===== config.mk =====
export PLATFORM = sky130hd
export DESIGN_NAME = de1_logic_sniffer
export DESIGN_NICKNAME = d
export VERILOG_FILES = /design/src/rtl/de1_logic_sniffer.sv
export SDC_FILE = /design/constraint.sdc
export NUM_CORES = 2
export LEC_CHECK = 0
export ABC_AREA = 1
export CORE_ASPECT_RATIO = 0.8
export CORE_MARGIN = 10
export CORE_UTILIZATION = 50
export CTS_CLUSTER_SIZE = 30
export DETAILED_ROUTE_END_ITERATION = 10
export PLACE_DENSITY = 0.75
export SLEW_MARGIN = 15
export SYNTH_ARGS = -nofsm -noshare
export SYNTH_HDL_FRONTEND = slang
export SYNTH_SLANG_ARGS = --single-unit

===== constraint.sdc =====
create_clock -name clk -period 5.3 [get_ports clk]
set_clock_uncertainty 0.05 [all_clocks]
set_input_delay 1.325 -clock clk [delete_from_list [all_inputs] [get_ports clk]]
set_output_delay 1.325 -clock clk [all_outputs]
set_load 0.02 [all_outputs]

===== src/rtl/de1_logic_sniffer.sv =====
// de1_logic_sniffer: SUMP-compatible 32-channel logic analyzer.
// UART command link, triggered capture into on-chip RAM, serial readout.
module de1_logic_sniffer #(
  parameter int FREQ  = 50_000_000,
  parameter int BAUD  = 921_600,
  parameter int DEPTH = 64
) (
  input  logic        clk,
  input  logic        rst,
  input  logic        extClockIn,
  output logic        extClockOut,
  input  logic        extTriggerIn,
  output logic        extTriggerOut,
  input  logic [31:0] extData,
  output logic        dataReady,
  output logic        armLEDnn,
  output logic        triggerLEDnn,
  output logic        uart_tx,
  input  logic        uart_rx
);
  localparam int BIT  = FREQ / BAUD;
  localparam int HALF = BIT / 2;
  localparam int CW   = $clog2(BIT + 1);
  localparam int AW   = $clog2(DEPTH);
  localparam int NW   = AW + 1;

  typedef enum logic [1:0] {
    RX_IDLE, RX_START, RX_DATA, RX_STOP
  } rx_state_t;

  typedef enum logic [1:0] {
    IDLE, ARMED, DELAY, READ
  } state_t;

  logic unused_ok;
  assign unused_ok = extClockIn;

  logic            rx_s1, rx_s2, rx_prev;
  rx_state_t       rx_state;
  logic [CW-1:0]   rx_cnt;
  logic [2:0]      rx_bit;
  logic [7:0]      rx_shift;
  logic            rx_valid;
  logic [7:0]      rx_data;

  always_ff @(posedge clk or negedge rst) begin
    if (!rst) begin
      rx_s1    <= 1'b1;
      rx_s2    <= 1'b1;
      rx_prev  <= 1'b1;
      rx_state <= RX_IDLE;
      rx_cnt   <= '0;
      rx_bit   <= '0;
      rx_shift <= '0;
      rx_valid <= 1'b0;
      rx_data  <= '0;
    end else begin
      rx_s1    <= uart_rx;
      rx_s2    <= rx_s1;
      rx_prev  <= rx_s2;
      rx_valid <= 1'b0;
      unique case (rx_state)
        RX_IDLE: begin
          rx_cnt <= '0;
          if (rx_prev && !rx_s2) rx_state <= RX_START;
        end
        RX_START: begin
          if (rx_cnt == CW'(HALF - 1)) begin
            rx_cnt   <= '0;
            rx_bit   <= '0;
            rx_state <= rx_s2 ? RX_IDLE : RX_DATA;
          end else begin
            rx_cnt <= rx_cnt + 1'b1;
          end
        end
        RX_DATA: begin
          if (rx_cnt == CW'(BIT - 1)) begin
            rx_cnt   <= '0;
            rx_shift <= {rx_s2, rx_shift[7:1]};
            rx_bit   <= rx_bit + 1'b1;
            if (rx_bit == 3'd7) rx_state <= RX_STOP;
          end else begin
            rx_cnt <= rx_cnt + 1'b1;
          end
        end
        RX_STOP: begin
          if (rx_cnt == CW'(BIT - 1)) begin
            rx_cnt   <= '0;
            rx_state <= RX_IDLE;
            // a low stop bit means a framing error: drop the byte
            if (rx_s2) begin
              rx_valid <= 1'b1;
              rx_data  <= rx_shift;
            end
          end else begin
            rx_cnt <= rx_cnt + 1'b1;
          end
        end
        default: rx_state <= RX_IDLE;
      endcase
    end
  end

  logic [7:0]    fifo [8];
  logic [2:0]    wr_ptr, rd_ptr;
  logic [3:0]    fifo_cnt;
  logic          tx_busy;
  logic [8:0]    tx_shift;
  logic [3:0]    tx_bit;
  logic [CW-1:0] tx_cnt;
  logic          push, pop, flush, full;
  logic [7:0]    push_data;

  assign full = fifo_cnt[3];
  assign pop  = (fifo_cnt != 4'd0) &&
                (!tx_busy ||
                 (tx_cnt == CW'(BIT - 1) && tx_bit == 4'd9));
  assign dataReady = tx_busy || (fifo_cnt != 4'd0);

  always_ff @(posedge clk) begin
    if (push) fifo[wr_ptr] <= push_data;
  end

  always_ff @(posedge clk or negedge rst) begin
    if (!rst) begin
      wr_ptr   <= '0;
      rd_ptr   <= '0;
      fifo_cnt <= '0;
      tx_busy  <= 1'b0;
      tx_shift <= '1;
      tx_bit   <= '0;
      tx_cnt   <= '0;
      uart_tx  <= 1'b1;
    end else if (flush) begin
      wr_ptr   <= '0;
      rd_ptr   <= '0;
      fifo_cnt <= '0;
      tx_busy  <= 1'b0;
      tx_shift <= '1;
      tx_bit   <= '0;
      tx_cnt   <= '0;
      uart_tx  <= 1'b1;
    end else begin
      if (push) wr_ptr <= wr_ptr + 1'b1;
      if (pop) rd_ptr <= rd_ptr + 1'b1;
      fifo_cnt <= fifo_cnt + {3'b0, push} - {3'b0, pop};
      // reloading at the end of the stop bit keeps frames gapless
      if (pop) begin
        tx_busy  <= 1'b1;
        tx_shift <= {1'b1, fifo[rd_ptr]};
        tx_bit   <= '0;
        tx_cnt   <= '0;
        uart_tx  <= 1'b0;
      end else if (tx_busy) begin
        if (tx_cnt == CW'(BIT - 1)) begin
          tx_cnt <= '0;
          if (tx_bit == 4'd9) begin
            tx_busy <= 1'b0;
          end else begin
            uart_tx  <= tx_shift[0];
            tx_shift <= {1'b1, tx_shift[8:1]};
            tx_bit   <= tx_bit + 1'b1;
          end
        end else begin
          tx_cnt <= tx_cnt + 1'b1;
        end
      end
    end
  end

  state_t        state;
  logic          tg_s1, tg_s2;
  logic [23:0]   divider, div_cnt;
  logic [NW-1:0] read_count, delay_count;
  logic [NW-1:0] d_cnt, r_cnt;
  logic [1:0]    gi;
  logic [3:0]    grp_dis;
  logic          test_mode, trig_en;
  logic [31:0]   trig_mask, trig_val;
  logic [7:0]    tc;
  logic [AW-1:0] wp;
  logic [DEPTH-1:0] valid;
  logic          long_mode;
  logic [1:0]    lb_cnt;
  logic [7:0]    opcode;
  logic [23:0]   lval;
  logic          resp_on, resp_meta;
  logic [2:0]    resp_idx;

  logic [31:0]   mem [DEPTH];
  logic [31:0]   sample, lv, rword;
  logic [AW-1:0] raddr;
  logic          strobe, hit, mem_we, busy_rd;
  logic          is_short, is_long_done, is_arm;
  logic          grp_on, rd_push, rd_step;
  logic          resp_push, resp_last;

  function automatic logic [NW-1:0] clamp(input logic [15:0] v);
    logic [18:0] n;
    n = {1'b0, v, 2'b00} + 19'd4;
    if (n >= 19'(DEPTH)) return NW'(DEPTH);
    return n[NW-1:0];
  endfunction

  function automatic logic [7:0] resp_byte(
    input logic meta, input logic [2:0] i
  );
    case ({meta, i})
      4'b0_000: return 8'h31;
      4'b0_001: return 8'h41;
      4'b0_010: return 8'h4C;
      4'b0_011: return 8'h53;
      4'b1_000: return 8'h01;
      4'b1_001: return 8'h44;
      4'b1_010: return 8'h45;
      4'b1_011: return 8'h31;
      default:  return 8'h00;
    endcase
  endfunction

  assign sample = test_mode ?
    {2'b11, tc[5:0], 2'b10, tc[5:0], 2'b01, tc[5:0], tc} :
    extData;
  assign strobe  = (div_cnt >= divider);
  assign hit     = !trig_en || (((sample ^ trig_val) & trig_mask) == '0);
  assign mem_we  = strobe && (state == ARMED || state == DELAY);
  assign busy_rd = (state == READ);

  assign lv           = {rx_data, lval};
  assign is_short     = rx_valid && !long_mode && !rx_data[7];
  assign is_long_done = rx_valid && long_mode && (lb_cnt == 2'd3);
  assign flush        = is_short && (rx_data == 8'h00);
  assign is_arm       = is_short && !busy_rd && (rx_data == 8'h01);

  // newest sample sits just behind the write pointer
  assign raddr   = wp - AW'(1) - r_cnt[AW-1:0];
  assign rword   = valid[raddr] ? mem[raddr] : '0;
  assign grp_on  = !grp_dis[gi];
  assign rd_push = busy_rd && grp_on && !full;
  assign rd_step = busy_rd && (!grp_on || !full);

  assign resp_last = resp_meta ? (resp_idx == 3'd5) : (resp_idx == 3'd3);
  assign resp_push = resp_on && !busy_rd && !full;
  assign push      = rd_push || resp_push;
  assign push_data = rd_push ? rword[{gi, 3'b000} +: 8] :
                     resp_byte(resp_meta, resp_idx);

  always_ff @(posedge clk) begin
    if (mem_we) mem[wp] <= sample;
  end

  always_ff @(posedge clk or negedge rst) begin
    if (!rst) begin
      state         <= IDLE;
      tg_s1         <= 1'b0;
      tg_s2         <= 1'b0;
      divider       <= '0;
      div_cnt       <= '0;
      read_count    <= '0;
      delay_count   <= '0;
      d_cnt         <= '0;
      r_cnt         <= '0;
      gi            <= '0;
      grp_dis       <= '0;
      test_mode     <= 1'b0;
      trig_en       <= 1'b0;
      trig_mask     <= '0;
      trig_val      <= '0;
      tc            <= '0;
      wp            <= '0;
      valid         <= '0;
      long_mode     <= 1'b0;
      lb_cnt        <= '0;
      opcode        <= '0;
      lval          <= '0;
      resp_on       <= 1'b0;
      resp_meta     <= 1'b0;
      resp_idx      <= '0;
      armLEDnn      <= 1'b1;
      triggerLEDnn  <= 1'b1;
      extTriggerOut <= 1'b0;
      extClockOut   <= 1'b0;
    end else begin
      tg_s1         <= extTriggerIn;
      tg_s2         <= tg_s1;
      extTriggerOut <= 1'b0;
      div_cnt       <= strobe ? '0 : div_cnt + 1'b1;
      if (strobe) begin
        tc          <= tc + 1'b1;
        extClockOut <= ~extClockOut;
      end
      if (mem_we) begin
        wp        <= wp + 1'b1;
        valid[wp] <= 1'b1;
      end

      if (rx_valid) begin
        if (long_mode) begin
          lval   <= {rx_data, lval[23:8]};
          lb_cnt <= lb_cnt + 1'b1;
          if (lb_cnt == 2'd3) long_mode <= 1'b0;
        end else if (rx_data[7]) begin
          long_mode <= 1'b1;
          opcode    <= rx_data;
          lb_cnt    <= '0;
        end
      end

      if (is_long_done && !busy_rd) begin
        case (opcode)
          8'h80: divider <= lv[23:0];
          8'h81: begin
            read_count  <= clamp(lv[15:0]);
            delay_count <= clamp(lv[31:16]);
          end
          8'h82: begin
            grp_dis   <= lv[5:2];
            test_mode <= lv[11];
          end
          8'hC0: trig_mask <= lv;
          8'hC1: trig_val  <= lv;
          8'hC2: trig_en   <= lv[27];
          default: ;
        endcase
      end

      if (resp_push) begin
        resp_idx <= resp_idx + 1'b1;
        if (resp_last) resp_on <= 1'b0;
      end
      if (is_short && !busy_rd &&
          (rx_data == 8'h02 || rx_data == 8'h04)) begin
        resp_on   <= 1'b1;
        resp_meta <= rx_data[2];
        resp_idx  <= '0;
      end

      unique case (state)
        IDLE: ;
        ARMED: begin
          if (tg_s2 || (strobe && hit)) begin
            state         <= DELAY;
            extTriggerOut <= 1'b1;
            armLEDnn      <= 1'b1;
            triggerLEDnn  <= 1'b0;
            d_cnt         <= '0;
          end
        end
        DELAY: begin
          if (strobe) begin
            d_cnt <= d_cnt + 1'b1;
            if ((d_cnt + 1'b1) == delay_count) begin
              state <= READ;
              r_cnt <= '0;
              gi    <= '0;
            end
          end
        end
        READ: begin
          if (rd_step) begin
            gi <= gi + 1'b1;
            if (gi == 2'd3) begin
              r_cnt <= r_cnt + 1'b1;
              if (r_cnt == read_count - 1'b1) begin
                state        <= IDLE;
                triggerLEDnn <= 1'b1;
              end
            end
          end
        end
        default: state <= IDLE;
      endcase

      if (is_arm) begin
        state        <= ARMED;
        armLEDnn     <= 1'b0;
        triggerLEDnn <= 1'b1;
        wp           <= '0;
        valid        <= '0;
        div_cnt      <= '0;
      end
      if (flush) begin
        state        <= IDLE;
        armLEDnn     <= 1'b1;
        triggerLEDnn <= 1'b1;
        resp_on      <= 1'b0;
      end
    end
  end

endmodule


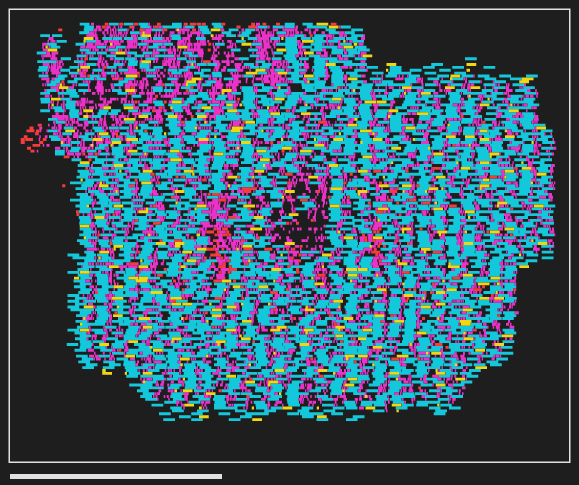
**Above:** placement by cell class.
Scale bar: 200 um.
legend:
  registers:
    color: cyan
    cells: 2443
  clock drivers and dummy loads:
    color: yellow
    cells: 420
  remaining logic cells:
    color: magenta
    cells: 6452
  remaining buffers and delay cells:
    color: red
    cells: 278

==> impl_metrics.toml <==
# generated from flow reports
[run_status]
status = "finished, final reports clean"

[yosys]
yosysSeqAreaShare = 0.698
yosys.area_share.simple = 0.225
async_reset_ff_frac = 0.135
ys_warn_count = 0
adder_share = 0.00868
flop_cell = "edfxtp_1"
synth_flops = 2443
netlist_top_cells_count = "nand2_1, edfxtp_1, nand3_1"
synth_cell_types = 55
top_area_cell = "edfxtp_1"
ys_sh_xor = 0.00492

[pwr]
pg_comb_w = 0.000575
power_leakage_nw = 42.8
p_clk_w = 0.0160
ir_worst_vdd_v = 0.000361
pwr-share-seq = 0.559

[worst_setup_path]
ff2ff_path_depth = 18
crit_path_cell_trace = "inv_1 > ha_4 > inv_1 > fa_4 > inv_8 > buf_12 > buf_4 > nand3_1 > nand2_1 > nand2_1 > nand3_1 > nand3_1 > nand2_1 > nand2_1 > nand3_1 > nand3_1 > nand3_1 > nand2_1"
ff2ff_setup_slack_ps = 530
r2r-start = "r_cnt[0]$_DFFE_PN0P_"
required_ps = 5820
cp_num_cells = 18
cp-end-kind = "flop"
critPathTopFamily = "simple AND/OR/NAND/NOR gates"

[layout]
clock_cell_area_share = 0.0630
nFillCells = 16115
seq_share = 0.628
non_clock_buffer_count = 278
seq_cell_count = 2443
inverters = 224
clock_buffers = 282
comb_area_frac = 0.248
regMostFlops = "mem"
largest_reg_flops = 2048
final_cells = 12297

[detailed_routing]
wirelength_met1_mm = 113
highest-signal-layer = "met5"
wl_met3_mm = 39.4
ant_nets = 0
vias_per_cell = 5.89
drc = 0
drt_wl_total_mm = 286

[timing]
relSlewSlack = 0.147
max_slew.worst_pin.slew_ps = 1280
setup_tns_ps = 0
fin_crit_sh = 0.900
rsz0062_at_grt = "false"
setup_ws_ps = 532
hold_viol_final = 0

[cts]
clk_pin_slew_ps = 60
htree_levels = 4
cts_resized = 0
cts_buffers = 222
clock.latency.late_pin_ps = 890
clockBufferDepth = 3

[global_routing]
grt_pass1_vias = 68023
grt_pass1_wl_mm = 425
grt.met3_usage = 0.0633
grt_overflow_total = 0
grt_use_met2 = 0.367

[place]
dp_hpwl_mm = 160
gp_congestion = 0.956
dpl-instance-area_um2 = 107000

[floorplanning]
rows = 148
core_um2 = 204000
die.size.y_um = 425
num_tap_cells = 2700

[job]
maxCapViolations = 0
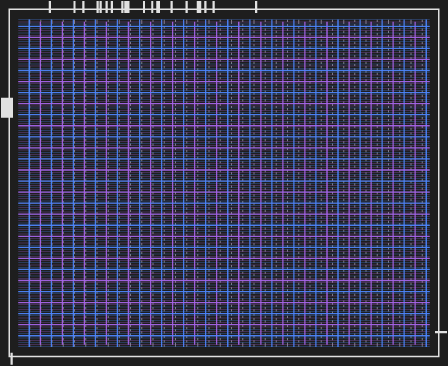
**Above:** floorplan with the power grid.
Pins as bars on the die edge. Tap cells in gray.
legend:
  VSS:
    color: blue
  VDD:
    color: purple
met5 straps: 29
tap cells: 2700
rows: 148

Power and IR drop assume default switching activity.
